===== config.mk =====
export PLATFORM = sky130hd
export DESIGN_NAME = rfphoenix_ic_fill
export DESIGN_NICKNAME = d
export VERILOG_FILES = /design/src/rtl/rfphoenix_ic_fill.sv
export SDC_FILE = /design/constraint.sdc
export NUM_CORES = 2
export LEC_CHECK = 0
export CORE_AREA = 10 10 494 496
export DETAILED_ROUTE_END_ITERATION = 8
export DIE_AREA = 0 0 504 506
export RECOVER_POWER = 50
export SLEW_MARGIN = 20
export SYNTH_ARGS = -nofsm -noshare
export SYNTH_HDL_FRONTEND = slang
export SYNTH_SLANG_ARGS = --single-unit

===== constraint.sdc =====
create_clock -name clk -period 40.8 [get_ports clk]
set_input_delay 8.16 -clock clk [delete_from_list [all_inputs] [get_ports clk]]
set_output_delay 8.16 -clock clk [all_outputs]
set_load 0.02 [all_outputs]

===== src/rtl/rfphoenix_ic_fill.sv =====
// rfPhoenix I$ line-fill and valid-array controller: victim select, beat fetch, line write, invalidation.
// Optional feature macro: RFPHOENIX_IC_INV_EN (enables inv_all / inv_line).
module rfphoenix_ic_fill #(
   parameter int LINES = 128,
   parameter int WAYS  = 4,
   parameter int AWID  = 32,
   parameter int BEATS = 4
)(
   input  logic                         rst,
   input  logic                         clk,
   input  logic                         miss,
   input  logic [AWID-1:0]              miss_adr,
   input  logic                         inv_all,
   input  logic                         inv_line,
   input  logic [AWID-1:0]              inv_adr,
   output logic                         req_o,
   output logic [AWID-1:0]              req_adr,
   input  logic                         ack_i,
   input  logic [127:0]                 dat_i,
   output logic                         wr_o,
   output logic [$clog2(WAYS)-1:0]      wr_way,
   output logic [$clog2(LINES)-1:0]     wr_line,
   output logic [BEATS*128-1:0]         wr_dat,
   output logic [AWID-7:0]              wr_tag,
   output logic [WAYS-1:0][LINES-1:0]   valid,
   output logic                         busy,
   output logic                         done
);

   localparam int LW   = $clog2(LINES);
   localparam int WW   = $clog2(WAYS);
   localparam int BW   = $clog2(BEATS);
   localparam int PADW = 6 - BW;

   typedef enum logic [1:0] {IDLE, FETCH, WRITE} state_t;

   state_t                  state;
   logic [BW-1:0]           beat;
   logic [WW-1:0]           rr;
   logic                    use_rr;
   logic [BEATS-1:0][127:0] line_buf;
   logic [WW-1:0]           victim;
   logic                    victim_rr;
   logic [LW-1:0]           miss_line;

   assign miss_line = miss_adr[6+LW-1:6];
   assign wr_line   = wr_tag[LW-1:0];
   assign wr_dat    = line_buf;
   assign busy      = (state != IDLE);

   // Low address bits never select anything; inv inputs are dead when the feature is off.
   logic unused_bits;
   assign unused_bits = ^{inv_all, inv_line, inv_adr, miss_adr[5:0]};

   // Lowest free way wins; the round-robin pointer only matters when the set is full.
   always_comb begin
      victim    = rr;
      victim_rr = 1'b1;
      for (int w = WAYS - 1; w >= 0; w--) begin
         if (!valid[w][miss_line]) begin
            victim    = WW'(w);
            victim_rr = 1'b0;
         end
      end
   end

   always_ff @(posedge clk or posedge rst) begin
      if (rst) begin
         state    <= IDLE;
         beat     <= '0;
         rr       <= '0;
         use_rr   <= 1'b0;
         line_buf <= '0;
         req_o    <= 1'b0;
         req_adr  <= '0;
         wr_o     <= 1'b0;
         done     <= 1'b0;
         wr_way   <= '0;
         wr_tag   <= '0;
         valid    <= '0;
      end else begin
         case (state)
            IDLE: begin
`ifdef RFPHOENIX_IC_INV_EN
               if (inv_all) begin
                  valid <= '0;
               end else if (inv_line) begin
                  for (int w = 0; w < WAYS; w++)
                     valid[w][inv_adr[6+LW-1:6]] <= 1'b0;
               end else
`endif
               if (miss) begin
                  wr_tag  <= miss_adr[AWID-1:6];
                  beat    <= '0;
                  wr_way  <= victim;
                  use_rr  <= victim_rr;
                  req_o   <= 1'b1;
                  req_adr <= {miss_adr[AWID-1:6], {BW{1'b0}}, {PADW{1'b0}}};
                  state   <= FETCH;
               end
            end
            FETCH: begin
               if (ack_i) begin
                  line_buf[beat] <= dat_i;
                  if (beat == BW'(BEATS - 1)) begin
                     req_o <= 1'b0;
                     wr_o  <= 1'b1;
                     done  <= 1'b1;
                     state <= WRITE;
                  end else begin
                     beat    <= BW'(beat + 1'b1);
                     req_adr <= {wr_tag, BW'(beat + 1'b1), {PADW{1'b0}}};
                  end
               end
            end
            WRITE: begin
               wr_o  <= 1'b0;
               done  <= 1'b0;
               beat  <= '0;
               valid[wr_way][wr_line] <= 1'b1;
               if (use_rr)
                  rr <= WW'(rr + 1'b1);
               state <= IDLE;
            end
            default: state <= IDLE;
         endcase
      end
   end

endmodule


met3.png
Drawn at 1 px/um.
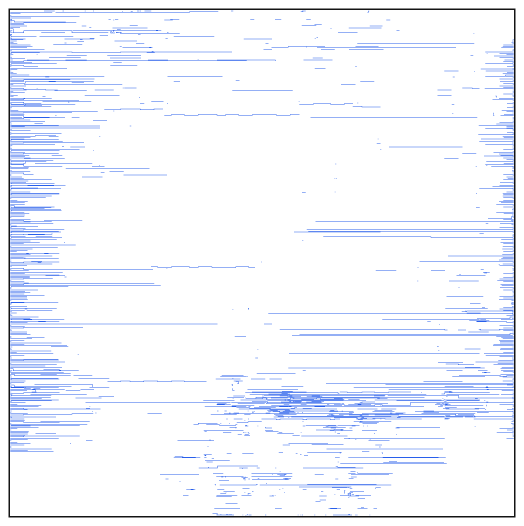
wire length on this layer: 26.4 mm
nets with wire on the layer: 987
longest straight run: 245 um
share of all routed wire: 11%

final_congestion.png
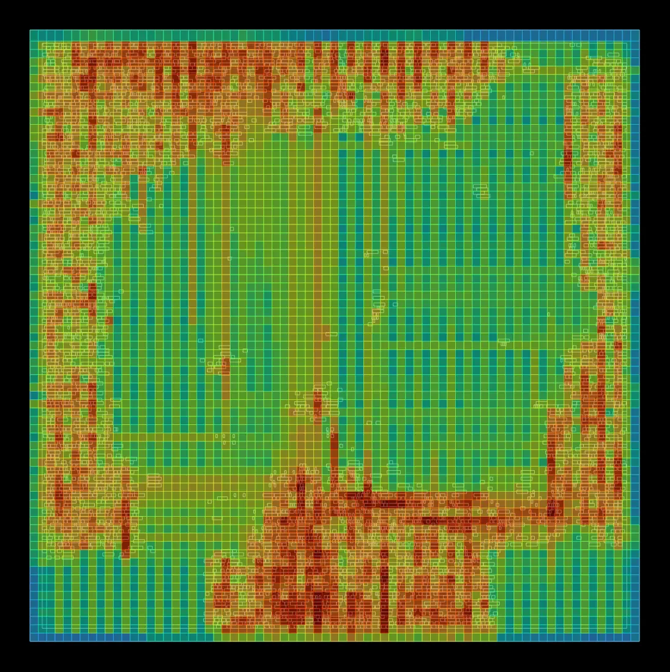
routing usage on met2: 0.278
grt met1 use: 0.223
drt wl/cell: 30.7 um
GR Util met3: 0.0819
Post-Route Utilization: 0.275

==> Slide: Implementation Results <==
Synthesis and Place & Route Summary

Run status
  • Status: complete, but fails checks
  • Failing checks: max-capacitance violations, max-slew violations

Final timing
  • Final WS setup: 24.24 ns
  • Hold slack: about 0.47 ns
  • Unrepaired setup endpoints after global routing: false
  • Setup TNS Final: 0 ns
  • Final worst path period share: 0.406
  • Worst-Margin Slew: roughly 4.3 ns
  • Max-slew violations: 1414
  • Clk_skew: 0.0540 ns

Route
  • Via count: 34500
  • WL met2: between 100 and 150 mm
  • M1 WL: around 100 mm
  • Post-route ant nets: 0
  • Total wire length: 239 mm
  • Drt first pass iters: 6
  • Routed vias/inst: 4.43

Logic synthesis
  • Yosys stat area: 0.0437 mm^2
  • Post-synth EDFFs: 0
  • Main synth FF type: dfrtp_1
  • Seq/Total Area, Yosys: 0.624
  • Synth warn: 0
  • Cell total in the yosys stat output: 3287
  • Post-synthesis async set-or-reset flop share: 1.00
  • Synth unique cells: 57
  • Gate Count Post-Synth: between 3000 and 4000
  • Yosys reg bits: ~1100

Clock network
  • Num CTS Buffers: 130
  • Max Buffers Root-to-Sink: 3
  • # Post-CTS Setup Buffers: 0
  • Hold bufs inserted after CTS: 0

Flow run
  • Tool warning count: 70
  • Max_cap viols: 29

Place
  • IO buf count: 1248
  • Placed cell area: 0.0598 mm^2

Setup path
  • Worst setup startpoint: rst
  • Crit. End Element: async pin
  • Worst reg2reg path startpoint: state[1]
  • CP Data Required Time: 41.55 ns
  • Reg2Reg Depth: 7
  • Setup slack, reg-to-reg: between 30 and 40 ns
  • Critical Path Start Type: input port
  • RR Endpoint: valid[274]
  • Critical path fanouts, max: 92
  • CP max stage delay: 2.40 ns

Power
  • Leakage power: approximately 0.029 uW

Die
  • Row cnt: approximately 180
  • Die area: 0.255 mm^2
  • Die height: 506 um
  • # IOs: 1293
  • Core Area: 0.234 mm^2

Finish
  • Most frequent logic cell in the layout: dfrtp_1
  • Layout area overhead: 47.1%
  • Final nets: 4721
  • Finished Cell Area: 0.0643 mm^2

Min path
  • Hold crit path type: flip-flop to flip-flop
  • Hold Startpoint: wr_dat[385]
  • Hold Crit Depth: 2

Global routing
  • Global-route wire length before repair: between 300 and 400 mm
  • Number of global-route vias before repair: 35800
cell_classes.png
Drawn at 1 px/um. Fill, decap, tap and diode cells in gray.
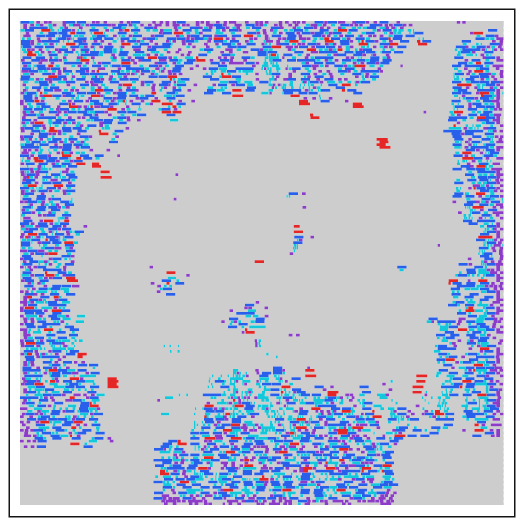
[cyan] all other logic | cells: 1981
[blue] flip-flops | cells: 1089
[red] clock drivers and dummy loads | cells: 227
[purple] other buffers and delay cells | cells: 1317

-- cells in the mapped netlist (3+ instances only) --
library cell  instances  share of area
a211oi_1              3        0.00052
a21o_1              160          0.027
a21oi_1               7        0.00080
a221oi_1              3        0.00060
a22o_1                5         0.0010
a22oi_1               6         0.0010
a31oi_1              31         0.0044
and3_1                3        0.00043
buf_1                17         0.0015
buf_2                12         0.0014
buf_4                19         0.0033
buf_6                 6         0.0015
clkbuf_1            163          0.014
dfrtp_1            1089           0.62
ha_1                  4         0.0011
inv_1                 6        0.00052
mux2_1                3        0.00077
mux2_2              392           0.10
mux2i_1              25         0.0057
mux4_2              131          0.068
nand2_1             628          0.054
nand2b_1             14         0.0020
nand3_1              16         0.0018
nand4_1               5        0.00072
nor2_1               91         0.0078
nor2b_1              10         0.0014
nor3_1               12         0.0014
nor3b_1               5        0.00086
o21ai_0              11         0.0013
o21ai_1               7        0.00080
o21bai_1            353          0.061
o22ai_1               7         0.0010
or2_2                 7         0.0010
-- metrics by stage --
step                      instances   util
after floorplan                3290      -
after global placement         7536  0.256
after detailed placement       7536  0.256
after CTS                      7763  0.275
after global routing           7771  0.274
final                          7787  0.275
-- worst max-delay path by stage --
| stage | slack (ns) | depth (start not counted) | end |
|---|---|---|---|
| 2_1_floorplan | 1.98 | 1 | beat[0] |
| 3_3_place_gp | 27.90 | 6 | valid[116] |
| 3_5_place_dp | 27.82 | 6 | valid[116] |
| 4_1_cts | 28.70 | 6 | valid[500] |
| 5_1_grt | 22.71 | 6 | req_adr[12] |
| 6_report | 24.24 | 6 | valid[343] |
-- critical path: cells and delay by family --
kind / cells / cell delay [ns]
buffers and inverters: 6 / 8.93
-- cells by family after synthesis --
family / count (synthesis) / synth area share
AOI/OAI and AO/OA: 608 / 0.103
xor gates and xnor gates: 2 / 0.000401
adders and majority gates: 4 / 0.00115
buffers and inverters: 227 / 0.0231
DFF: 1089 / 0.624
muxes: 551 / 0.175
other: 1 / 0.0000858
and+or+nand+nor: 805 / 0.0738
-- final cells by class --
class                      count  area (um^2)  area share
clock inverter                39          753      0.0117
inverter                       7         28.8    0.000448
multi-input combinational   1974        15500       0.242
clock buffer                 188         3780      0.0588
tap                         3150         3940      0.0613
timing repair buffer        1317        12900       0.201
sequential                  1089        27300       0.424
antenna                       23         57.6    0.000896
-- power breakdown --
part	leakage, uW	switching [uW]	total, uW	internal [uW]
clock network	0.00219	521	1220	697
logic	0.0125	1020	1750	730
registers	0.0141	170	1540	1370
total	0.0288	1710	4510	2800
-- state kept, by name, indices dropped and copies added (netlist names), 2 cells and up --
register,cells
wr_dat,512
wr_tag,26
wr_way,2
beat,2
state,2
rr,2
req_adr,28
valid,512
-- layer usage --
| layer | vias to the layer above | global-route usage |
|---|---|---|
| li1 | 14100 | - |
| met1 | 18400 | 0.223 |
| met2 | 1722 | 0.278 |
| met3 | 356 | 0.0819 |
| met4 | 2 | 0.0591 |
| met5 | - | 0 |
Power and IR drop assume default switching activity.
